--- config.mk ---
export PLATFORM = sky130hd
export DESIGN_NAME = pll_dyn_ctrl
export DESIGN_NICKNAME = d
export VERILOG_FILES = /design/src/rtl/pll_dyn_ctrl.sv
export SDC_FILE = /design/constraint.sdc
export NUM_CORES = 1
export LEC_CHECK = 0
export ABC_CLOCK_PERIOD_IN_PS = 2300
export CAP_MARGIN = 10
export CELL_PAD_IN_SITES_DETAIL_PLACEMENT = 0
export CELL_PAD_IN_SITES_GLOBAL_PLACEMENT = 1
export CORE_UTILIZATION = 38
export CTS_CLUSTER_DIAMETER = 50
export DETAILED_ROUTE_END_ITERATION = 10
export GPL_TIMING_DRIVEN = 0
export HOLD_SLACK_MARGIN = 0.15
export PLACE_DENSITY_LB_ADDON = 0.25
export REMOVE_ABC_BUFFERS = 1
export SETUP_SLACK_MARGIN = 0.05
export SLEW_MARGIN = 15
export SYNTH_ARGS = -nofsm -noshare
export SYNTH_HDL_FRONTEND = slang
export SYNTH_SLANG_ARGS = --single-unit
--- constraint.sdc ---
create_clock -name clkin_i -period 2.3 [get_ports clkin_i]
set_clock_uncertainty 0.2 [all_clocks]
set_input_delay 0.69 -clock clkin_i [delete_from_list [all_inputs] [get_ports clkin_i]]
set_output_delay 0.69 -clock clkin_i [all_outputs]
set_load 0.02 [all_outputs]
--- src/rtl/pll_dyn_ctrl.sv ---
// PLL dynamic-divider sequencer: programs divider codes, pulses PLL reset, supervises lock with timeout/retry.
// Define PLL_DYN_CTRL_LOCK_MON_EN to reprogram on lock loss in RUN and count those events in relock_cnt_o.
module pll_dyn_ctrl #(
    parameter int          RST_CYCLES     = 16,
    parameter int          TIMEOUT_CYCLES = 24000,
    parameter int          SETTLE_CYCLES  = 240,
    parameter int          MAX_RETRY      = 3,
    parameter int          CNT_W          = 16,
    parameter logic [5:0]  INIT_IDSEL     = 6'd0,
    parameter logic [5:0]  INIT_FBDSEL    = 6'd0,
    parameter logic [5:0]  INIT_ODSEL     = 6'd0
) (
    input  logic       clkin_i,
    input  logic       reset_i,
    input  logic       cfg_valid_i,
    output logic       cfg_ready_o,
    input  logic [5:0] cfg_idsel_i,
    input  logic [5:0] cfg_fbdsel_i,
    input  logic [5:0] cfg_odsel_i,
    input  logic       pll_lock_i,
    output logic       pll_reset_o,
    output logic [5:0] pll_idsel_o,
    output logic [5:0] pll_fbdsel_o,
    output logic [5:0] pll_odsel_o,
    output logic       clk_good_o,
    output logic       busy_o,
    output logic       err_o,
    output logic [7:0] relock_cnt_o,
    output logic [2:0] state_o
);

    localparam logic [2:0] S_RST    = 3'd0;
    localparam logic [2:0] S_WAIT   = 3'd1;
    localparam logic [2:0] S_SETTLE = 3'd2;
    localparam logic [2:0] S_RUN    = 3'd3;
    localparam logic [2:0] S_ERROR  = 3'd4;

    localparam logic [CNT_W-1:0] RST_LAST    = CNT_W'(RST_CYCLES - 1);
    localparam logic [CNT_W-1:0] TO_LAST     = CNT_W'(TIMEOUT_CYCLES - 1);
    localparam logic [CNT_W-1:0] SETTLE_LAST = CNT_W'(SETTLE_CYCLES - 1);
    localparam logic [7:0]       RETRY_MAX   = 8'(MAX_RETRY);

    logic [2:0]       state_q, state_d;
    logic [CNT_W-1:0] cnt_q, cnt_d;
    logic [7:0]       retry_q, retry_d;
    logic [5:0]       idsel_q, idsel_d, fbdsel_q, fbdsel_d, odsel_q, odsel_d;
    logic             sync1_q, sync2_q, lock_s;
    logic             pll_reset_q, clk_good_q, busy_q, err_q, cfg_ready_q;
    logic             accept;

    // pll_lock_i is asynchronous to clkin_i
    always_ff @(posedge clkin_i or posedge reset_i) begin
        if (reset_i) begin
            sync1_q <= 1'b0;
            sync2_q <= 1'b0;
        end else begin
            sync1_q <= pll_lock_i;
            sync2_q <= sync1_q;
        end
    end
    assign lock_s = sync2_q;

    // Handshake: a request transfers on a clkin_i edge where cfg_valid_i and cfg_ready_o are both
    // high; cfg_ready_o is high only in RUN and ERROR, so requests during sequencing wait.
    assign accept = cfg_valid_i & cfg_ready_q;

    always_comb begin
        state_d  = state_q;
        cnt_d    = cnt_q;
        retry_d  = retry_q;
        idsel_d  = idsel_q;
        fbdsel_d = fbdsel_q;
        odsel_d  = odsel_q;
        case (state_q)
            S_RST: begin
                if (cnt_q == RST_LAST) begin
                    state_d = S_WAIT;
                    cnt_d   = '0;
                end else begin
                    cnt_d = cnt_q + 1'b1;
                end
            end
            S_WAIT: begin
                if (lock_s) begin
                    state_d = S_SETTLE;
                    cnt_d   = '0;
                end else if (cnt_q == TO_LAST) begin
                    cnt_d = '0;
                    if (retry_q < RETRY_MAX) begin
                        retry_d = retry_q + 1'b1;
                        state_d = S_RST;
                    end else begin
                        state_d = S_ERROR;
                    end
                end else begin
                    cnt_d = cnt_q + 1'b1;
                end
            end
            S_SETTLE: begin
                if (!lock_s) begin
                    state_d = S_WAIT;
                    cnt_d   = '0;
                end else if (cnt_q == SETTLE_LAST) begin
                    state_d = S_RUN;
                    cnt_d   = '0;
                end else begin
                    cnt_d = cnt_q + 1'b1;
                end
            end
            S_RUN: begin
`ifdef PLL_DYN_CTRL_LOCK_MON_EN
                if (!lock_s) begin
                    state_d = S_RST;
                    cnt_d   = '0;
                    retry_d = '0;
                end
`endif
            end
            S_ERROR: ;
            default: begin
                state_d = S_RST;
                cnt_d   = '0;
            end
        endcase
        // An accepted request overrides lock-loss handling in RUN
        if (accept) begin
            state_d  = S_RST;
            cnt_d    = '0;
            retry_d  = '0;
            idsel_d  = cfg_idsel_i;
            fbdsel_d = cfg_fbdsel_i;
            odsel_d  = cfg_odsel_i;
        end
    end

    always_ff @(posedge clkin_i or posedge reset_i) begin
        if (reset_i) begin
            state_q     <= S_RST;
            cnt_q       <= '0;
            retry_q     <= '0;
            idsel_q     <= INIT_IDSEL;
            fbdsel_q    <= INIT_FBDSEL;
            odsel_q     <= INIT_ODSEL;
            pll_reset_q <= 1'b1;
            clk_good_q  <= 1'b0;
            busy_q      <= 1'b1;
            err_q       <= 1'b0;
            cfg_ready_q <= 1'b0;
        end else begin
            state_q     <= state_d;
            cnt_q       <= cnt_d;
            retry_q     <= retry_d;
            idsel_q     <= idsel_d;
            fbdsel_q    <= fbdsel_d;
            odsel_q     <= odsel_d;
            pll_reset_q <= (state_d == S_RST) || (state_d == S_ERROR);
            clk_good_q  <= (state_d == S_RUN);
            busy_q      <= (state_d == S_RST) || (state_d == S_WAIT) || (state_d == S_SETTLE);
            err_q       <= (state_d == S_ERROR);
            cfg_ready_q <= (state_d == S_RUN) || (state_d == S_ERROR);
        end
    end

`ifdef PLL_DYN_CTRL_LOCK_MON_EN
    logic [7:0] relock_q;

    always_ff @(posedge clkin_i or posedge reset_i) begin
        if (reset_i) begin
            relock_q <= '0;
        end else if ((state_q == S_RUN) && !lock_s && !accept && (relock_q != 8'hFF)) begin
            relock_q <= relock_q + 1'b1;
        end
    end
    assign relock_cnt_o = relock_q;
`else
    assign relock_cnt_o = 8'd0;
`endif

    assign cfg_ready_o  = cfg_ready_q;
    assign pll_reset_o  = pll_reset_q;
    assign pll_idsel_o  = idsel_q;
    assign pll_fbdsel_o = fbdsel_q;
    assign pll_odsel_o  = odsel_q;
    assign clk_good_o   = clk_good_q;
    assign busy_o       = busy_q;
    assign err_o        = err_q;
    assign state_o      = state_q;

endmodule

### Signal wires on met1, run 1

(4 px per micron) Supply wires on this layer in grey.
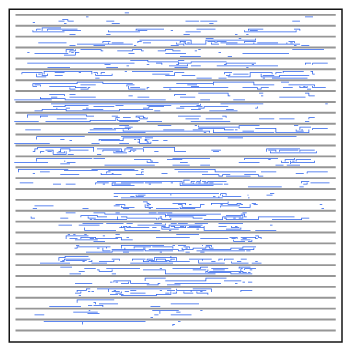
share of all routed wire: 48%
main direction: horizontal
longest straight run: 43.7 microns
nets with wire on the layer: 278
wire length reported by the detailed router: 5.60 mm
count of vias placed by the detailed router: 2007

### Metal 2, run 1

(3 px per micron)
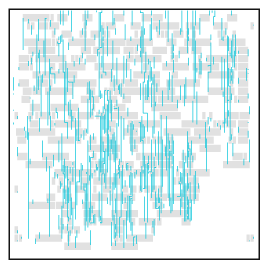
wire length on this layer: 2640 microns
longest straight run: 35.4 microns
share of all routed wire: 47%
main direction: vertical
nets with wire on the layer: 276

### Metal 3, run 1

(4 px per micron)
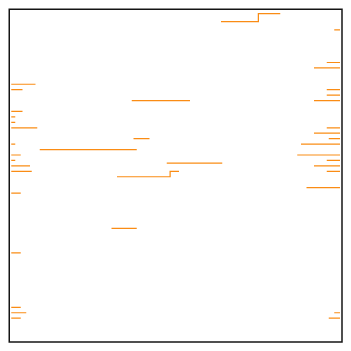
main direction: horizontal
share of all routed wire: 3.9%
nets with wire on the layer: 38
longest straight run: 23.9 microns
grt met3 use: 0.0328

[run 1: cells by family (layout without fill, tap and decap cells)]
| kind of cell | after synthesis | count (layout) | share of synthesized area |
|---|---|---|---|
| muxes | 2 | 2 | 0.00806 |
| adders and majority gates | 2 | 2 | 0.0101 |
| xor gates and xnor gates | 3 | 3 | 0.0106 |
| other | 1 | 8 | 0.00151 |
| buffers and inverters | 23 | 69 | 0.0539 |
| and+or+nand+nor | 142 | 144 | 0.273 |
| DFF | 52 | 52 | 0.525 |
| AOI/OAI and AO/OA | 32 | 34 | 0.117 |
[run 1: per-layer routing]
layer | share of wire | GRT usage
met3 | 0.038 | 0.0328
met2 | 0.47 | 0.265
met5 | 0 | 0
met4 | 0.0063 | 0.0517
met1 | 0.48 | 0.231
[run 1: through the flow]
stage	instances	power [mW]	setup TNS, ns	utilization
6_report	391	3.54	0	0.515
4_1_cts	386	3.48	0	0.505
3_5_place_dp	371	2.75	-20.54	0.473
5_1_grt	391	3.78	0	0.515
3_3_place_gp	370	2.72	-68.76	0.469
2_1_floorplan	246	2.14	-0.0686	-
[run 1: sequential cells by signal (all words and copies together) (netlist names)]
signal / cells
state_o: 3
lock_s: 1
retry_q: 8
sync1_q: 1
busy_o: 1
clk_good_o: 1
cnt_q: 16
pll_fbdsel_o: 6
err_o: 1
pll_idsel_o: 6
cfg_ready_o: 1
pll_reset_o: 1
pll_odsel_o: 6
[run 1: where the power goes]
group	internal [mW]	total (mW)	switching, mW	leakage, nW
clock	0.217	0.527	0.309	0.0414
sequential	1.16	1.34	0.172	0.679
combinational	0.758	1.68	0.924	0.746
total	2.14	3.54	1.41	1.47
[run 1: cell type report]
class | instances | area share
clock inverters | 2 | 0.00500
well taps | 77 | 0.0296
clock buffers | 6 | 0.0223
flip-flops and latches | 52 | 0.401
repair buffers | 56 | 0.171
inverters | 5 | 0.00577
multi-input cells | 193 | 0.365
[run 1: final timing paths]
path                                   endpoint  slack (ns)  depth (start not counted)
worst max-delay path            pll_fbdsel_o[5]        0.14                          1
worst min-delay path                     lock_s        0.17                          0
worst max register to register        cnt_q[14]        0.16                          7
worst min register to register           lock_s        0.17                          0
max in group asynchronous                busy_o        0.79                          3
min in group asynchronous            retry_q[6]        0.51                          2
[run 1: cell usage in the layout, fill, tap and decap left out, types with 4 or more instances in the layout]
cell type | netlist | final
nand2_1 | 80 | 78
dfrtp_1 | 50 | 48
clkdlybuf4s50_1 | 0 | 41
nand3_1 | 16 | 15
nor2_1 | 11 | 11
conb_1 | 1 | 8
o311ai_2 | 7 | 7
buf_4 | 8 | 7
and2_1 | 7 | 6
dlygate4sd2_1 | 0 | 6
o21ai_0 | 5 | 5
clkbuf_8 | 0 | 5
inv_1 | 5 | 4
a21oi_1 | 6 | 4
[run 1: what timing repair did]
| item | CTS | global route |
|---|---|---|
| cloned | 2 | 2 |
| gates resized | 17 | 8 |
| pin swaps | 1 | 2 |
| endpoints found under the setup margin | 30 | 14 |
| buffers inserted | 5 | 3 |
==> summary.rpt, run 1 <==
=================================================================================
Result of the run                                                    finished, final reports clean
Number of buffer cells added on primary ports                                  47
Number of warnings in the stage logs                                           25
CTS H-tree depth                                                                2
PnR worst setup slack                                                    0.137 ns
Clock tree from TritonCTS                                                    done
Capturing element type of the critical path                          primary output
Floorplan die width                                                  82.8 microns
Max-cap violations                                                              0
Leading post-synthesis cells by instance count                       80 x nand2_1, 50 x dfrtp_1, 16 x nand3_1
Final estimated routing congestion in global placement                      0.670
Latest clock arrival within the worst-skew pair                           0.31 ns
Sum of net half-perimeters after detailed placement                       3.30 mm
Flip-flop and latch count after synthesis                                      52
Register area                                                          1310 sq um
Final Max Slew Viols                                                            0
Stage delay of the slowest cell on the critical path                      0.60 ns
Power density of the placed cells                                    1090 nW/um^2
Combined global-route utilization of all metal layers                       0.167
Wire length of the first global-routing pass                              9.32 mm
Post-DR wirelength/cell                                              14.3 microns
Hold Path Origin                                                          sync1_q
Ratio of cells with drive above 1 in the final layout                       0.169
Cell family with most CP delay                                       buffers and inverters
Ordered cell list for the critical path                              clkdlybuf4s50_1
Async set-or-reset flop fraction in the synthesized netlist                  1.00
Final count of hold timing violations                                           0
Syn_area_per_cell                                                      9.66 sq um
Portion of synthesized cell area occupied by the leading cell type          0.504
Max stage delay cell, worst path                                     clkdlybuf4s50_1
DRC violation count after routing                                               0
Fp util                                                                     0.393
Critical path required time                                               1.41 ns
Startpoint of the worst register-to-register path                        cnt_q[0]
Buffer cell driving the clock tree root                                  clkbuf_8
Antenna diode count                                                             0
Buffering stage count on the worst path with inverters included                 1
Hold-fix buffers at CTS                                                         0
Mapped Cells                                                                  257
Crit path time final                                                      2.16 ns
Number of failing setup endpoints in the final timing report                    0
Initial antenna violation count                                                 0
Via-per-instance ratio                                                       5.13
Combinational Area                                                     1190 sq um
Synth Seq Share                                                             0.525
Area figure in the yosys stat output                                   2480 sq um
Number of global-route vias before repair                                    1945
Maximum fanout count along the critical path                                    2
Number of cell rows                                                            29
Worst setup slack before clock tree synthesis                            -1.01 ns
Post-place instance area                                               2980 sq um
Vertical die dimension                                               82.8 microns
Worst min-delay path class                                           flip-flop to flip-flop
Clock Pin Slew Worst Setup and Hold Paths                                 0.10 ns
Number of nets in the layout                                                  337
CP Class                                                             flip-flop to primary output
Synth area leader                                                         dfrtp_1
Fillcell total                                                                590
Count leader, synth                                                       nand2_1
Residual overflow from global routing                                           0
Peak Freq                                                                 462 MHz
Number of nets still failing antenna checks after routing                       0
Chip area                                                              6860 sq um
Router iterations before antenna repair                                         4
Largest net degree at the start of global routing                              33
Critical Path AT                                                          1.27 ns
Library cells used by synthesis                                                43
Clock sink count                                                               52
Leakage power                                                             1.47 nW
Worst-case vdd ir drop                                                   0.590 mV
Number of DRC violations after detailed-routing iteration 0                   146
Unrepaired setup endpoints after global routing                             false
Final clock period utilization by the worst path                            0.940
Longest Clk Path Bufs                                                           2
Final cell area excluding filler cells                                 3250 sq um
Area of the core                                                       6310 sq um
Flip-flop cell with the highest count after synthesis                     dfrtp_1
Total CTS buffers                                                               5
Synth-to-layout area growth                                                 31.1%
Hold slack final                                                         0.168 ns
Warnings, synthesis                                                             0
Cell types with the largest area share after synthesis               dfrtp_1 50%, nand2_1 12%, o311ai_2 4.6%
I/O Pins                                                                       56
Area of the mapped netlist                                             2480 sq um
First element of the critical path                                   pll_fbdsel_o[5]
# Cells Yosys                                                                 257
EDFF count, synth                                                               0
Nature of the critical path startpoint                                  flip-flop
=================================================================================
==> inputs of run 2 (changes only) <==
- MAX_ROUTING_LAYER: default -> met4
### Pin map, run 2

(4 px per micron) Pins as bars across the die edge, other pins in grey.
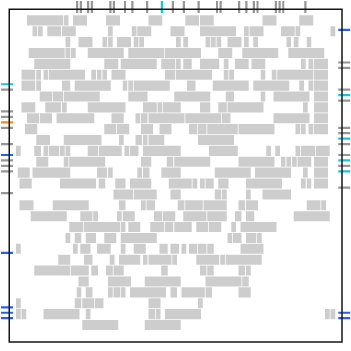
| colour | port | pins | direction | edge |
|---|---|---|---|---|
| orange | `busy_o` | 1 | output | left |
| blue | `relock_cnt_o` | 8 | output | 5 left, 3 right |
| cyan | `pll_idsel_o` | 6 | output | 4 right, 1 top, 1 left |
vertical die dimension: 82.8 microns
number of buffer cells added on primary ports: 47
floorplan die width: 82.8 microns

### Metal 3, run 2

(4 px per micron)
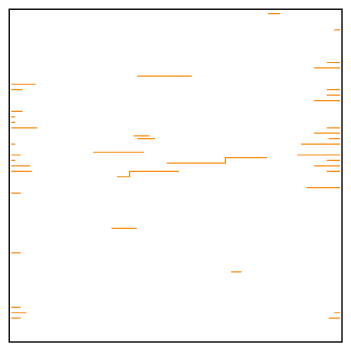
nets with wire on the layer: 40
main direction: horizontal
share of all routed wire: 3.7%
wire length reported by the detailed router: 5.62 mm
count of vias placed by the detailed router: 2022

==> summary.rpt, run 2 <==
=================================================================================
Register-to-register path setup slack                                     0.16 ns
Overall power after layout                                                3.55 mW
Cell types with the largest area share after synthesis               dfrtp_1 50%, nand2_1 12%, o311ai_2 4.6%
Total CTS buffers                                                               5
Longest Clk Path Bufs                                                           2
Largest net degree at the start of global routing                              33
Result of the run                                                    finished, final reports clean
Path length in cells of the critical path                                       1
Worst setup endpoint                                                 pll_fbdsel_o[5]
Power density of the placed cells                                    1090 nW/um^2
Ratio of cells with drive above 1 in the final layout                       0.169
Maximum fanout count along the critical path                                    2
I/O Pins                                                                       56
Number of global-route vias before repair                                    1946
Number of DRC violations after detailed-routing iteration 0                   143
Top Layout Cells                                                     78 x nand2_1, 48 x dfrtp_1, 41 x clkdlybuf4s50_1
Hold-fix buffers at CTS                                                         0
Largest register by flop count                                              cnt_q
Max-cap violations                                                              0
Synth Seq Share                                                             0.525
Fp util                                                                     0.393
Reg2reg end                                                             cnt_q[14]
Syn_area_per_cell                                                      9.66 sq um
Peak Freq                                                                 462 MHz
Count leader, synth                                                       nand2_1
Registers with the most flip-flops                                   cnt_q: 16 flops, retry_q: 8 flops
Clock tree from TritonCTS                                                    done
Area figure in the yosys stat output                                   2480 sq um
Antenna diode count                                                             0
Startpoint of the worst register-to-register path                        cnt_q[0]
Unrepaired setup endpoints after global routing                             false
Flip-flop cell with the highest count after synthesis                     dfrtp_1
Initial antenna violation count                                                 0
Ordered cell list for the critical path                              clkdlybuf4s50_1
Final count of hold timing violations                                           0
Cell family with most CP delay                                       buffers and inverters
Number of failing setup endpoints in the final timing report                    0
EDFF count, synth                                                               0
Portion of synthesized cell area occupied by the leading cell type          0.504
Buffering stage count on the worst path with inverters included                 1
Post-DR wirelength/cell                                              14.4 microns
Stage delay of the slowest cell on the critical path                      0.60 ns
Crit path time final                                                      2.16 ns
Area of the mapped netlist                                             2480 sq um
Library cells used by synthesis                                                43
Clock Pin Slew Worst Setup and Hold Paths                                 0.10 ns
Final Max Slew Viols                                                            0
Number of nets still failing antenna checks after routing                       0
Worst-case vdd ir drop                                                   0.590 mV
Flip-flop and latch count after synthesis                                      52
Number of flip-flops in the largest register                                   16
Final estimated routing congestion in global placement                      0.677
Mapped Cells                                                                  257
Leakage power                                                             1.47 nW
Number of nets in the layout                                                  337
Combined global-route utilization of all metal layers                       0.172
First element of the critical path                                   pll_fbdsel_o[5]
Warnings, synthesis                                                             0
Leading post-synthesis cells by instance count                       80 x nand2_1, 50 x dfrtp_1, 16 x nand3_1
Latest clock arrival within the worst-skew pair                           0.31 ns
Critical path required time                                               1.41 ns
CP Class                                                             flip-flop to primary output
Leading cell type in the layout, fill and taps excluded                   nand2_1
Capturing element type of the critical path                          primary output
Synth area leader                                                         dfrtp_1
CTS H-tree depth                                                                2
Final clock period utilization by the worst path                            0.941
=================================================================================
### Cell placement, run 2

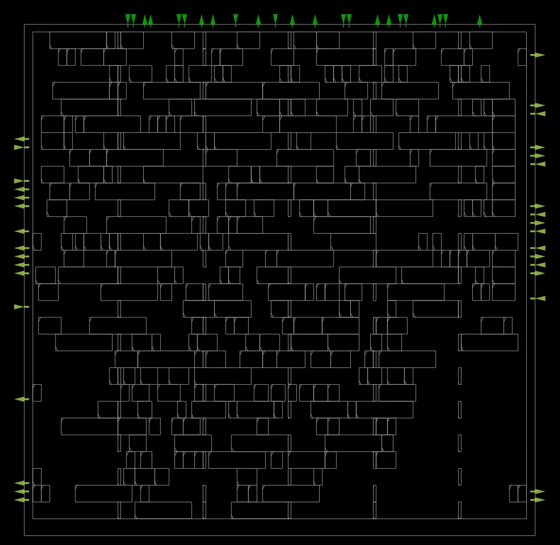
fillcell total: 590
final core occ: 0.515
number of cell rows: 29
sequential portion of the cell area: 0.401
post-route insts no fill: 391

-- run 2: cell counts after synthesis --
No cell type changed its count.
-- run 2: final cells by class --
class                      instances  area (sq um)
clock buffer                       6          72.6
multi-input combinational        193          1190
tap                               77          96.3
sequential                        52          1310
timing repair buffer              56           556
clock inverter                     2          16.3
fill                             590          3060
inverter                           5          18.8
-- run 2: how the worst min path moves through the flow --
stage	start	to	slack, ns	cells past startpoint
after floorplan	sync1_q	lock_s	0.13	0
after global placement	sync1_q	lock_s	0.13	0
after detailed placement	sync1_q	lock_s	0.14	0
after CTS	sync1_q	lock_s	0.17	0
after global routing	sync1_q	lock_s	0.18	0
final	sync1_q	lock_s	0.17	0
-- run 2: logic make-up after synthesis --
family / after synthesis / share of synthesized area
fa+ha+maj: 2 / 0.0101
xor+xnor: 3 / 0.0106
compound gates: 32 / 0.117
buf+inv: 23 / 0.0539
flops: 52 / 0.525
simple gates: 142 / 0.273
mux: 2 / 0.00806
other cells: 1 / 0.00151
-- run 2: metrics by stage --
| stage | cells | setup slack [ns] | TNS (ns) | util | instance area, sq um |
|---|---|---|---|---|---|
| CTS | 386 | 0.0710 | 0 | 0.505 | 3190 |
| detailed placement | 371 | -1.01 | -20.54 | 0.473 | 2980 |
| floorplan | 246 | -0.0343 | -0.0686 | - | 2390 |
| finish | 391 | 0.136 | 0 | 0.515 | 3250 |
| global placement | 370 | -1.05 | -68.76 | 0.469 | 2960 |
| global route | 391 | 0.0600 | 0 | 0.515 | 3250 |
-- run 2: what timing repair did --
item                                    CTS  global route
endpoints found under the setup margin   30            14
cloned                                    2             2
setup buffers                             5             3
gates resized                            17             8
pin swaps                                 1             2
-- run 2: routing by layer --
layer,track usage,share of wire,vias up
met2,0.265,0.48,52
met3,0.0328,0.037,0
li1,-,-,978
met1,0.231,0.48,992
met5,-,0,-
met4,0.0517,0,0
-- run 2: report_power, final --
part	internal [mW]	leakage (nW)	switching, mW
Combinational	0.758	0.746	0.926
Clock	0.217	0.0414	0.309
Sequential	1.16	0.679	0.172
No activity file was given, so power comes from the tool's default toggle rates.
